Figure 1. Met1 routing.
Bar = 20 microns.
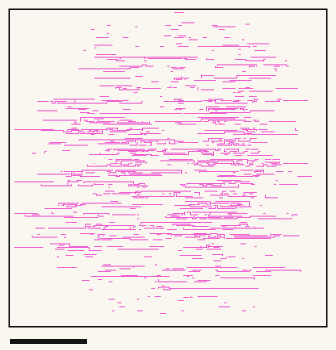
Figure 2. Clock routing.
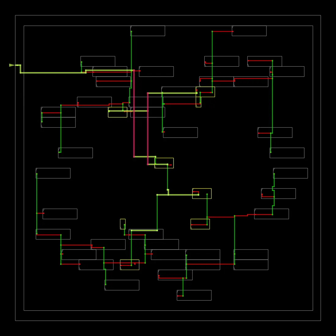
Figure 3. A small window of the routed layout.
Bar = 20 microns. Region (16, 32) to (66, 82) microns. Cells in grey, sequential cells in the stronger grey; small squares are vias.
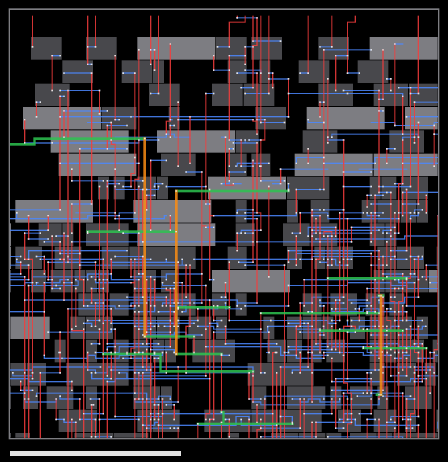
<file path="src/rtl/simd_sign_restore_if.sv">
// Handshake bundle for the SIMD sign-restore stage: a valid/ready input beat carrying
// mode, operand signs and magnitude, and a valid/ready output beat carrying result and overflow.
interface simd_sign_restore_if #(
    parameter int W = 16
);
    logic         in_valid;
    logic         in_ready;
    logic         mode;
    logic [1:0]   sign_a;
    logic [1:0]   sign_b;
    logic [W-1:0] mag;
    logic         out_valid;
    logic         out_ready;
    logic [W-1:0] res;
    logic [1:0]   ovf;

    modport master (
        output in_valid, mode, sign_a, sign_b, mag, out_ready,
        input  in_ready, out_valid, res, ovf
    );

    modport slave (
        input  in_valid, mode, sign_a, sign_b, mag, out_ready,
        output in_ready, out_valid, res, ovf
    );
endinterface

</file>
<file path="src/rtl/simd_sign_restore.sv">
// Reapplies the result sign (XOR of operand signs) to the unsigned core magnitude, for one
// W-bit lane or two W/2-bit lanes, in a 2-stage valid/ready pipeline with per-lane overflow.
module simd_sign_restore #(
    parameter int W   = 16,
    parameter bit SAT = 1'b1
) (
    input  logic              clk,
    input  logic              rst_n,
    simd_sign_restore_if.slave bus
);
    localparam int L = W / 2;

    // Returns {overflow, result} for a full-width lane.
    function automatic logic [W:0] lane_full(input logic [W-1:0] m, input logic neg);
        logic signed [W-1:0] r;
        logic                o;
        if (neg) begin
            r = $signed(~m + 1'b1);
            o = (m > {1'b1, {(W-1){1'b0}}});
            if (o && SAT) r = $signed({1'b1, {(W-1){1'b0}}});
        end else begin
            r = $signed(m);
            o = m[W-1];
            if (o && SAT) r = $signed({1'b0, {(W-1){1'b1}}});
        end
        return {o, r};
    endfunction

    function automatic logic [L:0] lane_half(input logic [L-1:0] m, input logic neg);
        logic signed [L-1:0] r;
        logic                o;
        if (neg) begin
            r = $signed(~m + 1'b1);
            o = (m > {1'b1, {(L-1){1'b0}}});
            if (o && SAT) r = $signed({1'b1, {(L-1){1'b0}}});
        end else begin
            r = $signed(m);
            o = m[L-1];
            if (o && SAT) r = $signed({1'b0, {(L-1){1'b1}}});
        end
        return {o, r};
    endfunction

    logic                rdy_q;
    logic                vld_p1_q, vld_p1_d;
    logic                mode_p1_q, mode_p1_d;
    logic [1:0]          neg_p1_q, neg_p1_d;
    logic [W-1:0]        mag_p1_q, mag_p1_d;
    logic                vld_p2_q, vld_p2_d;
    logic signed [W-1:0] res_p2_q, res_p2_d;
    logic [1:0]          ovf_p2_q, ovf_p2_d;
    logic                adv1, adv2, accept;
    logic [W:0]          full;
    logic [L:0]          hi, lo;

    // rdy_q holds in_ready low during reset and for the first cycle after release.
    assign adv2         = !vld_p2_q || bus.out_ready;
    assign adv1         = !vld_p1_q || adv2;
    assign bus.in_ready = adv1 && rdy_q;
    assign accept       = bus.in_valid && bus.in_ready;

    assign bus.out_valid = vld_p2_q;
    assign bus.res       = $unsigned(res_p2_q);
    assign bus.ovf       = ovf_p2_q;

    // Stage 1: capture beat and lane negate flags
    always_comb begin
        vld_p1_d  = vld_p1_q;
        mode_p1_d = mode_p1_q;
        neg_p1_d  = neg_p1_q;
        mag_p1_d  = mag_p1_q;
        if (adv1) begin
            vld_p1_d = accept;
            if (accept) begin
                mode_p1_d = bus.mode;
                mag_p1_d  = bus.mag;
                neg_p1_d  = {bus.mode & (bus.sign_a[1] ^ bus.sign_b[1]),
                             bus.sign_a[0] ^ bus.sign_b[0]};
            end
        end
    end

    // Stage 2: sign application, overflow detection and optional clamp
    always_comb begin
        vld_p2_d = vld_p2_q;
        res_p2_d = res_p2_q;
        ovf_p2_d = ovf_p2_q;
        full     = lane_full(mag_p1_q, neg_p1_q[0]);
        hi       = lane_half(mag_p1_q[W-1:L], neg_p1_q[1]);
        lo       = lane_half(mag_p1_q[L-1:0], neg_p1_q[0]);
        if (adv2) begin
            vld_p2_d = vld_p1_q;
            if (vld_p1_q) begin
                if (mode_p1_q) begin
                    res_p2_d = $signed({hi[L-1:0], lo[L-1:0]});
                    ovf_p2_d = {hi[L], lo[L]};
                end else begin
                    res_p2_d = $signed(full[W-1:0]);
                    ovf_p2_d = {1'b0, full[W]};
                end
            end
        end
    end

    always_ff @(posedge clk or negedge rst_n) begin
        if (!rst_n) begin
            rdy_q     <= 1'b0;
            vld_p1_q  <= 1'b0;
            mode_p1_q <= 1'b0;
            neg_p1_q  <= '0;
            mag_p1_q  <= '0;
            vld_p2_q  <= 1'b0;
            res_p2_q  <= '0;
            ovf_p2_q  <= '0;
        end else begin
            rdy_q     <= 1'b1;
            vld_p1_q  <= vld_p1_d;
            mode_p1_q <= mode_p1_d;
            neg_p1_q  <= neg_p1_d;
            mag_p1_q  <= mag_p1_d;
            vld_p2_q  <= vld_p2_d;
            res_p2_q  <= res_p2_d;
            ovf_p2_q  <= ovf_p2_d;
        end
    end
endmodule

</file>
<file path="src/flat_wrapper.sv">
// flat-port wrapper written by rule: the top's interface ports become plain ports
module simd_sign_restore_flat 
#(
    parameter int W   = 16,
    parameter bit SAT = 1'b1
)
  (clk, rst_n, bus_in_valid, bus_mode, bus_sign_a, bus_sign_b, bus_mag, bus_out_ready, bus_in_ready, bus_out_valid, bus_res, bus_ovf);
  simd_sign_restore_if #(.W(W)) bus_i ();
  input  logic clk;
  input  logic rst_n;
  input wire logic [$bits(bus_i.in_valid)-1:0] bus_in_valid;
  input wire logic [$bits(bus_i.mode)-1:0] bus_mode;
  input wire logic [$bits(bus_i.sign_a)-1:0] bus_sign_a;
  input wire logic [$bits(bus_i.sign_b)-1:0] bus_sign_b;
  input wire logic [$bits(bus_i.mag)-1:0] bus_mag;
  input wire logic [$bits(bus_i.out_ready)-1:0] bus_out_ready;
  output wire logic [$bits(bus_i.in_ready)-1:0] bus_in_ready;
  output wire logic [$bits(bus_i.out_valid)-1:0] bus_out_valid;
  output wire logic [$bits(bus_i.res)-1:0] bus_res;
  output wire logic [$bits(bus_i.ovf)-1:0] bus_ovf;
  assign bus_i.in_valid = bus_in_valid;
  assign bus_i.mode = bus_mode;
  assign bus_i.sign_a = bus_sign_a;
  assign bus_i.sign_b = bus_sign_b;
  assign bus_i.mag = bus_mag;
  assign bus_i.out_ready = bus_out_ready;
  assign bus_in_ready = bus_i.in_ready;
  assign bus_out_valid = bus_i.out_valid;
  assign bus_res = bus_i.res;
  assign bus_ovf = bus_i.ovf;
  simd_sign_restore #(.W(W), .SAT(SAT)) u_core (.clk(clk), .rst_n(rst_n), .bus(bus_i));
endmodule
</file>
<file path="config.mk">
export PLATFORM = sky130hd
export DESIGN_NAME = simd_sign_restore_flat
export DESIGN_NICKNAME = d
export VERILOG_FILES = /design/src/rtl/simd_sign_restore_if.sv /design/src/rtl/simd_sign_restore.sv /design/src/flat_wrapper.sv
export SDC_FILE = /design/constraint.sdc
export NUM_CORES = 1
export LEC_CHECK = 0
export CORE_MARGIN = 2
export CORE_UTILIZATION = 40
export DETAILED_ROUTE_END_ITERATION = 6
export GPL_TIMING_DRIVEN = 0
export PLACE_DENSITY = 0.64
export REMOVE_ABC_BUFFERS = 1
export SYNTH_ARGS = -nofsm -noshare
export SYNTH_HDL_FRONTEND = slang
export SYNTH_SLANG_ARGS = --single-unit
</file>
<file path="constraint.sdc">
create_clock -name clk -period 3.7 [get_ports clk]
set_input_delay 0.37 -clock clk [delete_from_list [all_inputs] [get_ports clk]]
set_output_delay 0.37 -clock clk [all_outputs]
set_load 0.01 [all_outputs]
</file>
==> results_slide.txt <==
Physical Implementation Snapshot

Final timing
  • Max Clk Rate: 402 MHz
  • Setup-failing EPs final: 0

Clocking
  • Setup repair bufs after CTS: 0

Synthesis
  • YS chip area: 2410 sq um
  • Most used DFF post-synth: dfrtp_1
  • Simple-Gate Area Share: 20.9%
  • Synth Seq Share: 41.5%
  • Xor/xnor share: 4.72%
  • Most instantiated library cell after synthesis: dfrtp_1

Placement
  • Pre-CTS WS: 1250 ps

Critical path
  • CP startpoint kind: flip-flop
  • CP arrival: 2650 ps

Global routing
  • Largest net degree at the start of global routing: 41

Power
  • Pwr Density: 518 nW/um^2
  • Leakage: 1.14 nW
  • Top Consumer: sequential cells
  • Clk pwr share: 19.6%

Status
  • Outcome: finished clean

Flow run
  • Log Warnings: 25
  • Maxcap violations: 0

Final layout
  • Logic area: 1290 sq um

Route
  • Routed length per instance: 14.7 microns
Back to the opening pictures, Figure 1:
longest straight run = 26.7 microns
nets with wire on the layer = 279
share of all routed wire = 44%
main direction = horizontal
wire length on this layer = 2390 microns

Back to the opening pictures, Figure 2:
CTS sink count: 40
final setup skew: 4.16 ps
Clk. pwr: 0.000298 W
CLK BUF: 8
TritonCTS buffer count: 5

Back to the opening pictures, Figure 3:
green -> metal 3
orange -> metal 4
red -> metal 2
blue -> metal 1
sequential cells in the window = 15
netlist names of flops here include = u_core.mag_p1_q (7), u_core.bus.res (3)
cells with their middle in the window = 154
most frequent = nand2_1 (16), dfrtp_1 (15)

Power figures rest on the tool's default switching activity, not on a simulated workload.
